==> src/rtl/wb_rr_arbiter_pkg.sv <==
// Shared types and width helpers for the Wishbone round-robin arbiter.
package wb_arb_pkg;

    typedef enum logic [1:0] {
        IDLE  = 2'd0,
        GRANT = 2'd1,
        ABORT = 2'd2
    } arb_state_e;

    // Ceiling log2; returns 0 for values 0 and 1.
    function automatic int unsigned clog2(input int unsigned value);
        int unsigned rem;
        int unsigned width;
        width = 0;
        rem   = (value > 0) ? value - 1 : 0;
        while (rem > 0) begin
            rem   = rem >> 1;
            width = width + 1;
        end
        return width;
    endfunction

    // Width of a grant index for n requesters (at least one bit).
    function automatic int unsigned idx_width(input int unsigned n);
        return (n > 1) ? clog2(n) : 1;
    endfunction

    // Width of the watchdog counter, clog2(timeout+1), at least one bit.
    function automatic int unsigned cnt_width(input int unsigned timeout);
        return (timeout > 0) ? clog2(timeout + 1) : 1;
    endfunction

endpackage

==> src/rtl/wb_rr_arbiter_rr_pick.sv <==
// Combinational round-robin picker: first requester above 'last', with wrap.
module rr_pick
    import wb_arb_pkg::*;
#(
    parameter int unsigned N  = 2,
    parameter int unsigned IW = idx_width(N)
) (
    input  logic [N-1:0]  req,
    input  logic [IW-1:0] last,
    output logic [N-1:0]  onehot,
    output logic [IW-1:0] idx,
    output logic          valid
);

    // Offsets are scanned farthest-first so the nearest requester after 'last' is the final writer.
    always_comb begin
        int            pos;
        logic [IW-1:0] sel;
        onehot = '0;
        idx    = '0;
        valid  = |req;
        for (int off = int'(N); off >= 1; off--) begin
            pos = int'(last) + off;
            if (pos >= int'(N)) begin
                pos = pos - int'(N);
            end
            sel = IW'(pos);
            if (req[sel]) begin
                onehot      = '0;
                onehot[sel] = 1'b1;
                idx         = sel;
            end
        end
    end

endmodule

==> src/rtl/wb_rr_arbiter.sv <==
// Round-robin arbiter sharing one Wishbone classic slave among NUM_MASTERS masters,
// with a watchdog that aborts transfers the slave never acknowledges.
module wb_rr_arbiter
    import wb_arb_pkg::*;
#(
    parameter int unsigned NUM_MASTERS = 2,
    parameter int unsigned DATA_WIDTH  = 32,
    parameter int unsigned ADDR_WIDTH  = 32,
    parameter int unsigned TIMEOUT     = 256
) (
    input  logic                              clk,
    input  logic                              rst,
    input  logic [NUM_MASTERS-1:0]            m_cyc_i,
    input  logic [NUM_MASTERS-1:0]            m_stb_i,
    input  logic [NUM_MASTERS-1:0]            m_we_i,
    input  logic [NUM_MASTERS*ADDR_WIDTH-1:0] m_adr_i,
    input  logic [NUM_MASTERS*DATA_WIDTH-1:0] m_dat_i,
    output logic [NUM_MASTERS-1:0]            m_ack_o,
    output logic [NUM_MASTERS-1:0]            m_err_o,
    output logic [DATA_WIDTH-1:0]             m_dat_o,
    output logic                              s_cyc_o,
    output logic                              s_stb_o,
    output logic                              s_we_o,
    output logic [ADDR_WIDTH-1:0]             s_adr_o,
    output logic [DATA_WIDTH-1:0]             s_dat_o,
    input  logic                              s_ack_i,
    input  logic [DATA_WIDTH-1:0]             s_dat_i,
    output logic [NUM_MASTERS-1:0]            grant_o,
    output logic                              busy_o
);

    localparam int unsigned   IW       = idx_width(NUM_MASTERS);
    localparam int unsigned   CW       = cnt_width(TIMEOUT);
    localparam bit            WD_EN    = (TIMEOUT > 0);
    localparam logic [CW-1:0] CNT_LAST = CW'((TIMEOUT > 0) ? TIMEOUT - 1 : 0);
    localparam logic [IW-1:0] LAST_RST = IW'(NUM_MASTERS - 1);

    arb_state_e             state;
    arb_state_e             state_nxt;
    logic [IW-1:0]          last_grant;
    logic [CW-1:0]          wd_cnt;
    logic [NUM_MASTERS-1:0] pick_onehot;
    logic [IW-1:0]          pick_idx;
    logic                   pick_valid;
    logic                   own_cyc;
    logic                   own_stb;
    logic                   timeout_hit;

    rr_pick #(
        .N  (NUM_MASTERS),
        .IW (IW)
    ) u_pick (
        .req    (m_cyc_i),
        .last   (last_grant),
        .onehot (pick_onehot),
        .idx    (pick_idx),
        .valid  (pick_valid)
    );

    // grant_o is one-hot for the owner, so masking selects the owner's request lines.
    assign own_cyc     = |(m_cyc_i & grant_o);
    assign own_stb     = |(m_stb_i & grant_o);
    assign timeout_hit = WD_EN && own_stb && !s_ack_i && (wd_cnt == CNT_LAST);
    assign m_dat_o     = s_dat_i;
    assign busy_o      = (state != IDLE);

    // State register.
    always_ff @(posedge clk or negedge rst) begin
        if (!rst) begin
            state <= IDLE;
        end else begin
            state <= state_nxt;
        end
    end

    // Next-state: release beats timeout, ack beats timeout (folded into timeout_hit).
    always_comb begin
        state_nxt = state;
        case (state)
            IDLE: begin
                if (pick_valid) begin
                    state_nxt = GRANT;
                end
            end
            GRANT: begin
                if (!own_cyc) begin
                    state_nxt = IDLE;
                end else if (timeout_hit) begin
                    state_nxt = ABORT;
                end
            end
            ABORT: begin
                if (!own_cyc) begin
                    state_nxt = IDLE;
                end
            end
            default: state_nxt = IDLE;
        endcase
    end

    // Ownership, watchdog counter and the one-cycle error pulse.
    always_ff @(posedge clk or negedge rst) begin
        if (!rst) begin
            grant_o    <= '0;
            last_grant <= LAST_RST;
            wd_cnt     <= '0;
            m_err_o    <= '0;
        end else begin
            if (state == IDLE && pick_valid) begin
                grant_o    <= pick_onehot;
                last_grant <= pick_idx;
            end else if (state_nxt == IDLE) begin
                grant_o <= '0;
            end
            if (WD_EN && state == GRANT && state_nxt == GRANT && own_stb && !s_ack_i) begin
                wd_cnt <= wd_cnt + CW'(1);
            end else begin
                wd_cnt <= '0;
            end
            m_err_o <= (state == GRANT && state_nxt == ABORT) ? grant_o : '0;
        end
    end

    // Slave-side mux from the owner and owner-only ack, live only while granted.
    always_comb begin
        s_cyc_o = 1'b0;
        s_stb_o = 1'b0;
        s_we_o  = 1'b0;
        s_adr_o = '0;
        s_dat_o = '0;
        m_ack_o = '0;
        if (state == GRANT) begin
            s_cyc_o = own_cyc;
            s_stb_o = own_stb;
            s_we_o  = |(m_we_i & grant_o);
            for (int k = 0; k < int'(NUM_MASTERS); k++) begin
                if (grant_o[k]) begin
                    s_adr_o = m_adr_i[k*ADDR_WIDTH +: ADDR_WIDTH];
                    s_dat_o = m_dat_i[k*DATA_WIDTH +: DATA_WIDTH];
                end
            end
            m_ack_o = grant_o & m_stb_i & {NUM_MASTERS{s_ack_i}};
        end
    end

endmodule

==> config.mk <==
export PLATFORM = sky130hd
export DESIGN_NAME = wb_rr_arbiter
export DESIGN_NICKNAME = d
export VERILOG_FILES = /design/src/rtl/wb_rr_arbiter_pkg.sv /design/src/rtl/wb_rr_arbiter_rr_pick.sv /design/src/rtl/wb_rr_arbiter.sv
export SDC_FILE = /design/constraint.sdc
export NUM_CORES = 1
export LEC_CHECK = 0
export CORE_AREA = 2 2 106 108
export CTS_BUF_LIST = sky130_fd_sc_hd__clkbuf_8
export CTS_CLUSTER_SIZE = 8
export DETAILED_ROUTE_END_ITERATION = 8
export DIE_AREA = 0 0 108 110
export HOLD_SLACK_MARGIN = 0.12
export PLACE_DENSITY = 0.71
export SYNTH_ARGS = -nofsm -noshare
export SYNTH_HDL_FRONTEND = slang
export SYNTH_SLANG_ARGS = --single-unit
export TNS_END_PERCENT = 100
==> constraint.sdc <==
create_clock -name clk -period 2.9 [get_ports clk]
set_clock_uncertainty 0.05 [all_clocks]
set_input_delay 0.435 -clock clk [delete_from_list [all_inputs] [get_ports clk]]
set_output_delay 0.435 -clock clk [all_outputs]
set_load 0.05 [all_outputs]
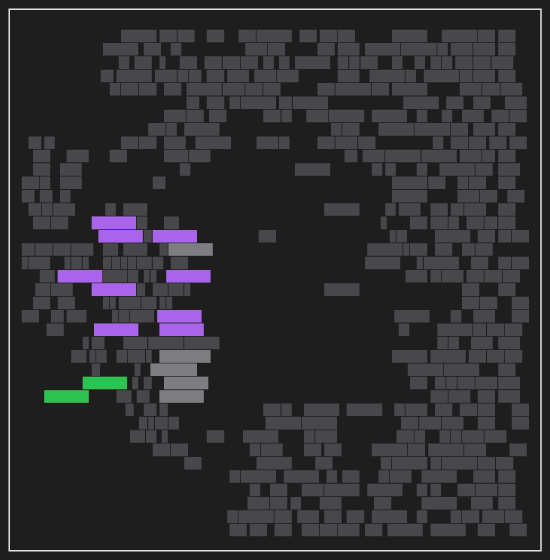
Fig. 1. Sequential cells coloured by netlist name (run 1).
Other sequential cells in the stronger grey, the rest of the logic in the fainter grey.
[purple] wd_cnt | flops: 9 | where: middle left
[green] state | flops: 2
not coloured: 5
Sequential Area: 405 µm²
Seq/total area: 8.02%
Post-Route Utilization: 47.3%

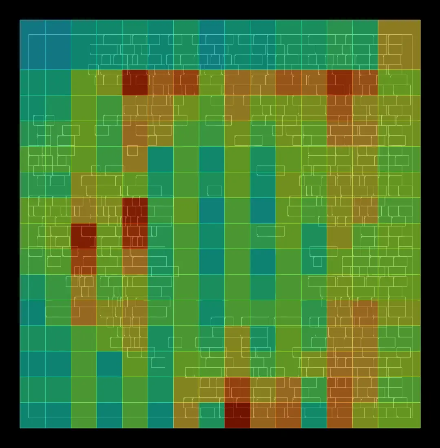
Fig. 2. Routing congestion (run 1).
global routing usage on met3: 2.82%
GR Util met1: 18.2%
GRT Overall Usage: 15.1%
GRT busiest layer: met2

==> results.json, run 1 <==
{
  "status": "finished, final reports clean",
  "power_mw": 5.12,
  "gr-total-overflow": 0,
  "mostFrequentLayoutCells": "clkdlybuf4s50_1 (144), buf_12 (63), a22oi_2 (61)",
  "hold_buffers": 0,
  "cts_sinks": 16,
  "clk_latency_ps": 240,
  "pre_cts_ws_ps": 438,
  "wl_met1_um": 3750,
  "final_hold_viol_count": 0,
  "p_seq_share_pct": 6.6,
  "syn_area_per_cell_um2": 9.39,
  "crit_start": "grant_o[0]",
  "first_iter_violations": 164,
  "rsz0062_at_grt": "false",
  "dr.pass1.iters": 4,
  "portBuffers": 210,
  "min_path_cells": 1,
  "worstReg2RegStart": "wd_cnt[0]",
  "post-cts-setup-buffers": 0,
  "maxSlewViolCount": 0,
  "rr_worst_depth": 7,
  "cts_inserted_buffers": 3,
  "setup_violations": 0,
  "grt_start_max_net_pins": 66,
  "tightestPinTransition_ps": 703,
  "wirelength_um": 9950,
  "power_leakage_nw": 1.81,
  "p_sw_share_pct": 54.0,
  "cts_root_buffer": "clkbuf_8",
  "xor_share_pct": 1.06,
  "logic_family": "AND-OR/OR-AND gates",
  "ys_sh_aoi_pct": 37.1,
  "ctsResizeCount": 0,
  "place_congestion": 0.830,
  "crit_path_end": "s_dat_o[5]",
  "ys_sh_simple_pct": 24.0,
  "hp-start": "wd_cnt[0]",
  "synth-edff-count": 0,
  "power_sequential_uw": 336,
  "tns_ps": 0,
  "async_flop_share_pct": 100,
  "ys_chip_area_mm2": 0.00249,
  "vias": 2657,
  "syn_nets": 436,
  "postSynthSeqShare_pct": 16.1,
  "min_period_over_period_pct": 88.9,
  "p_int_mw": 2.35,
  "io_pins": 275,
  "fin_crit_ps": 2580,
  "nets": 608,
  "startpoint_type": "flip-flop",
  "mappedNetlistArea_mm2": 0.00249,
  "wl_met2_um": 5160,
  "combinationalPowerShare_pct": 89.7,
  "drv_cap": 0,
  "end_kind": "output port",
  "dp_cells": 572,
  "worstPathRequired_ps": 2410,
  "pg_clk_uw": 189,
  "p_sw_mw": 2.77,
  "timing.final.ws_setup_ps": 323,
  "die_w_um": 108,
  "ys_cells": 265,
  "vdd_ir_drop_max_v": 0.000508,
  "grt_pass1_vias": 2631,
  "hp-class": "reg -> reg",
  "synth.area.mux_share_pct": 0,
  "warnings": 26,
  "synthFlopType": "dfrtp_1",
  "syn_to_final_growth_pct": 103,
  "ys_warn_count": 0
}
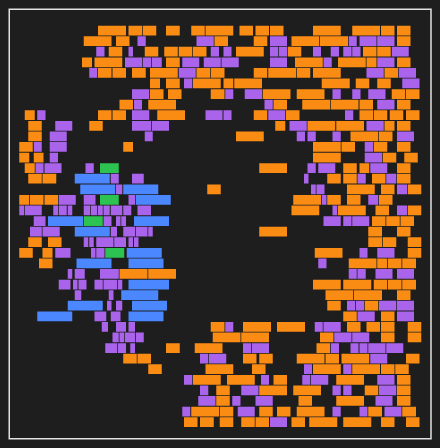
Fig. 3. Cells coloured by class (run 1).
[orange] other buffers and delay cells | cells: 222 | share of their area: 58%
[blue] flops | cells: 16 | share of their area: 8.3%
[purple] combinational and other logic | cells: 194 | share of their area: 33%
[green] clock drivers and dummy loads | cells: 4 | share of their area: 1.1%
final instance area: 0.00506 mm²
floorplan core area: 0.0107 mm²
Site Rows: 38

-- run 1: worst max-delay path, stage by stage, from the launching register on --
cell and delay, ps:
dfrtp_1 560, nor2b_4 620, buf_4 270, a22oi_2 70, nor2_2 160, buf_12 160
-- run 1: layout make-up --
cell class / count / area [µm²]
clock buffers: 4 / 55.1
fillers: 948 / 5640
inverters: 5 / 18.8
multi-input cells: 189 / 1590
flip-flops and latches: 16 / 405
well taps: 140 / 175
repair buffers: 222 / 2820
-- run 1: through the flow --
stage	hold slack (ps)	utilization (%)
floorplan	89.4	-
global placement	455	46.8
detailed placement	457	46.8
CTS	466	47.3
global route	493	47.3
finish	461	47.3
-- run 1: state kept, by name (all words and copies together) (netlist names) --
register and flops:
grant_o 2, last_grant 1, m_err_o 2, state 2, wd_cnt 9
==> run 1 -> run 2 <==
Settings changed: RECOVER_POWER set to 50.
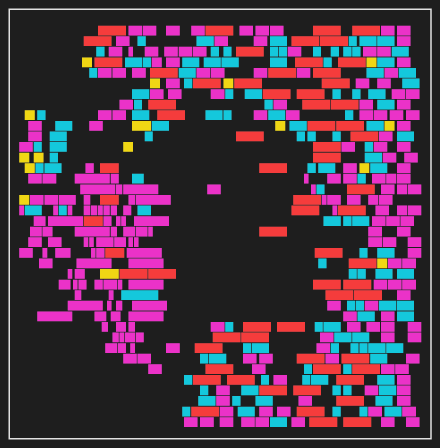
Fig. 4. Drive-strength map (run 2).
[magenta] _0 and _1 cells | cells: 228
[cyan] _2 cells | cells: 125
[yellow] _3 and _4 cells | cells: 16
[red] _6 and larger | cells: 67
Non-clock buffers: 222
worst setup margin: 281 ps
final instance area: 0.00504 mm²

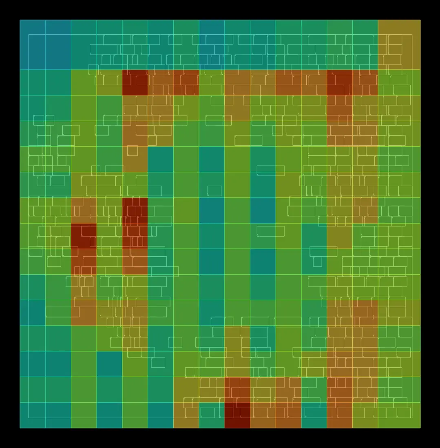
Fig. 5. Routing congestion (run 2).
routing usage on met2: 27.7%
Routed WL per cell: 17.3 µm
Post-Route Utilization: 47.1%

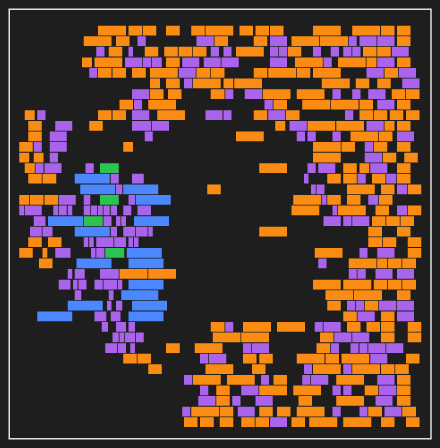
Fig. 6. Cells coloured by class (run 2).
[blue] flops | cells: 16 | share of their area: 8.3%
[purple] combinational and other logic | cells: 194 | share of their area: 33%
[orange] other buffers and delay cells | cells: 222 | share of their area: 58%
[green] clock drivers and dummy loads | cells: 4 | share of their area: 1.1%
Seq/total area: 7.97%

==> run 2 against run 1 <==
First-iteration DRC count fell by 0.61%. Highest routed layer unchanged. Synthesized area unchanged. Flip-flop count did not move. Sequential power is 2% lower. Sequential share of layout area is essentially flat. Non-clock buffer count is the same.
==> results.json, run 2 <==
{
  "dp_cells": 572,
  "clk_latency_ps": 240,
  "ys_warn_count": 0,
  "setup_violations": 0,
  "worstPathRequired_ps": 2410,
  "wirelength_um": 9950,
  "nets": 608,
  "cts_root_buffer": "clkbuf_8",
  "die_w_um": 108,
  "cpPeakStageDelay_ps": 630,
  "combinationalPowerShare_pct": 89.8,
  "end_kind": "output port",
  "p_sw_mw": 2.76,
  "hp-start": "wd_cnt[0]",
  "min_period_over_period_pct": 90.3,
  "p_int_mw": 2.34,
  "final_hold_viol_count": 0,
  "inv_count": 5,
  "nClkBuffers": 4,
  "hold_buffers": 0,
  "place_congestion": 0.830,
  "fillers": 953,
  "rsz0062_at_grt": "false",
  "first_iter_violations": 163,
  "hp-class": "reg -> reg",
  "startpoint_type": "flip-flop",
  "hold_slack_ps": 462,
  "vdd_ir_drop_max_v": 0.000507,
  "mappedNetlistArea_mm2": 0.00249,
  "warnings": 26,
  "seq_cells": 16,
  "ctsResizeCount": 0,
  "drv_cap": 0,
  "sh_comb_area_pct": 31.3,
  "dominant_cells": "non-clock buffers",
  "power_mw": 5.10,
  "cp_slowest_cell": "dfrtp_1",
  "fin_crit_ps": 2620,
  "cts_sinks": 16,
  "grt_pass1_vias": 2631,
  "status": "finished, final reports clean",
  "worstReg2RegStart": "wd_cnt[0]",
  "p_sw_share_pct": 54.1,
  "buf_share_pct": 55.8
}
## run 2: cell types whose count changed in the layout (fill, tap and decap cells not counted), moves of 2 or more
cell,delta
clkdlybuf4s50_1,-4
dlygate4sd3_1,+4
a21oi_1,+2
a21oi_2,-2
## run 2: routing by layer
layer	track usage, %	up-vias	share of wire, %
met4	3.75	0	1.8
met2	27.7	122	52
met1	18.2	1260	38
met5	0	-	0
met3	2.82	12	8.5
li1	-	1257	-
## run 2: cell families after synthesis
kind of cell / synth area share [%]
xor gates and xnor gates: 1.06
adders and majority gates: 1.41
AOI/OAI and AO/OA: 37.1
buffers and inverters: 20.4
and+or+nand+nor: 24.0
DFF: 16.1
==> run 2 -> run 3 <==
Settings changed: CORE_AREA 2 2 106 108 to 2 2 108 110, DIE_AREA 0 0 108 110 to 0 0 110 112, PLACE_DENSITY 0.71 to 0.69.
Clock period 2.9 ns to 2.5 ns, I/O delays scaled along.
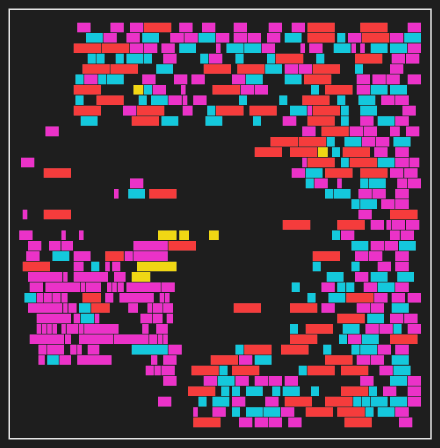
Fig. 7. Drive-strength map (run 3).
[red] _6 and larger | cells: 72
[yellow] _3 and _4 cells | cells: 7
[cyan] _2 cells | cells: 122
[magenta] _0 and _1 cells | cells: 230
final instance area: 0.00505 mm²
Non-clock buffers: 217
worst setup margin: 272 ps
P&R area growth vs syn: 103%

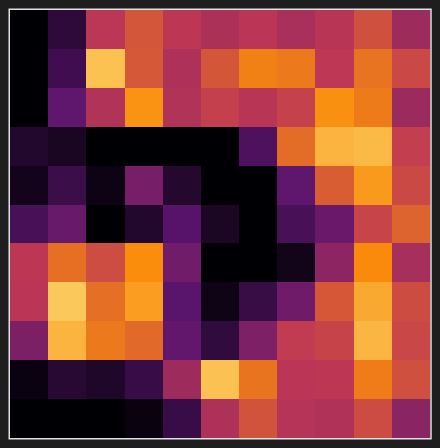
Fig. 8. Cell area per tile (run 3).
The die is cut into 11 by 11 equal tiles; black is low, pale yellow is high, 0 to 100% covered.
emptiest ninth of the die: centre
fullest tile: 88%
mean over tiles: 40%
tiles over 75% full: 11%
Post-Route Utilization: 45.2%
Initial Util: 22.3%

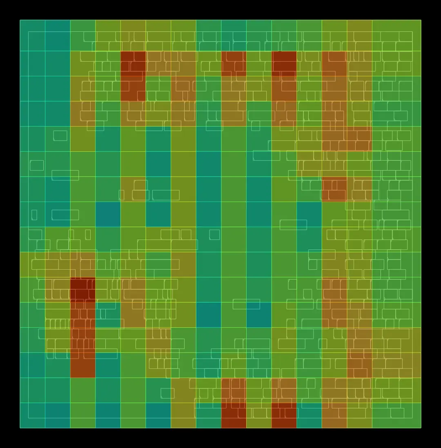
Fig. 9. Routing congestion (run 3).
global routing usage on met3: 3.04%
routing usage on met2: 27.0%
GR Util met1: 18.3%
Routed WL per cell: 17.2 µm

==> run 3 against run 2 <==
Design area up 0.17%. Die area up 3.7%. Register-to-register slack worse by 350 ps. Worst setup slack worse by 9.0 ps. Routed wire length down 0.59%. Critical path type unchanged. Highest routed layer unchanged.
==> results.json, run 3 <==
{
  "drv_cap": 0,
  "worstPathRequired_ps": 2080,
  "cts_inserted_buffers": 3,
  "grt_pass1_vias": 2582,
  "track_usage_pct": 14.8,
  "critPathArrivalTime_ps": 1800,
  "postSynthSeqShare_pct": 16.1,
  "ys_cells": 265,
  "ys_sh_simple_pct": 24.0,
  "logic_family": "AND-OR/OR-AND gates",
  "cts_root_buffer": "clkbuf_8",
  "warnings": 26,
  "synth-edff-count": 0,
  "maxSlewViolCount": 0,
  "cts_sinks": 16,
  "status": "finished, final reports clean",
  "power_sequential_uw": 349,
  "ctsResizeCount": 0,
  "top_register": "wd_cnt",
  "tightestPinTransition_ps": 693,
  "final_hold_viol_count": 0,
  "path_clk_slew_ps": 60,
  "combinationalPowerShare_pct": 90.9,
  "grt_start_max_net_pins": 73,
  "cp_slowest_cell": "dfrtp_4",
  "p_int_mw": 2.72,
  "rsz0062_at_grt": "false",
  "power_mw": 5.91,
  "crit_chain": "nor2b_4 > buf_4 > a22oi_1 > nor2_1 > buf_12",
  "yosys.area_share.adder_pct": 1.41,
  "synth.area.mux_share_pct": 0,
  "ys_chip_area_mm2": 0.00249,
  "io_pins": 275,
  "vias_per_cell": 4.51,
  "xor_share_pct": 1.06,
  "p_sw_share_pct": 54.0,
  "worstReg2RegStart": "wd_cnt[0]",
  "hp-start": "wd_cnt[0]",
  "rr_worst_depth": 7,
  "end_kind": "output port",
  "pre_cts_ws_ps": 397,
  "hp-class": "reg -> reg",
  "startpoint_type": "flip-flop",
  "clk_latency_ps": 240,
  "gr-total-overflow": 0,
  "row_count": 39,
  "crit_start": "grant_o[1]",
  "vias": 2589,
  "r2r_slack_ps": 400,
  "syn_area_per_cell_um2": 9.39,
  "hpwlAfterDp_um": 7970,
  "nets": 603,
  "tns_ps": 0,
  "p_sw_mw": 3.19,
  "setup_violations": 0,
  "cpPeakStageDelay_ps": 500,
  "top_area_share_pct": 30.7,
  "async_flop_share_pct": 100,
  "min_period_over_period_pct": 89.1,
  "ys_sh_aoi_pct": 37.1,
  "dieArea_mm2": 0.0123,
  "syn_nets": 436,
  "critPathTopFamily": "buffers and inverters",
  "hold_slack_ps": 466,
  "largest_register_ffs": 9,
  "dp_cells": 570,
  "core-area_mm2": 0.0112,
  "hold_buffers": 0,
  "cts_tree": "yes",
  "reg2reg_to": "wd_cnt[5]",
  "mappedNetlistArea_mm2": 0.00249,
  "dr.pass1.iters": 4,
  "pg_clk_uw": 187,
  "synthFlopType": "dfrtp_1",
  "wirelength_um": 9890,
  "cp_num_buf_inv": 2,
  "power_leakage_nw": 1.80,
  "p_seq_share_pct": 5.9,
  "first_iter_violations": 125,
  "min_path_cells": 1,
  "vdd_ir_drop_max_v": 0.000504,
  "place_congestion": 0.805,
  "crit_path_end": "s_adr_o[0]",
  "fin_crit_ps": 2230,
  "post-cts-setup-buffers": 0,
  "die_w_um": 110,
  "mostFrequentLayoutCells": "clkdlybuf4s50_1 (136), buf_12 (69), a22oi_2 (61)",
  "ys_warn_count": 0,
  "cp.depth": 5,
  "portBuffers": 210
}
[run 3: cell counts after synthesis]
No cell type changed its count.
[run 3: final cells by class]
| cell class | instances | area [µm²] |
|---|---|---|
| Clock buffer | 3 | 41.3 |
| Clock inverter | 1 | 3.75 |
| Fill cell | 1044 | 6130 |
| Inverter | 5 | 18.8 |
| Multi-Input combinational cell | 189 | 1570 |
| Sequential cell | 16 | 405 |
| Tap cell | 143 | 179 |
| Timing Repair Buffer | 217 | 2830 |
[run 3: per-layer routing]
layer  vias to the layer above  share of wire [%]  GRT usage (%)
met5                         -                  0              0
met4                         0               0.13           1.10
met3                         6                 10           3.04
met2                       117                 51           27.0
met1                      1218                 39           18.3
li1                       1248                  -              -
Power and IR drop assume default switching activity.
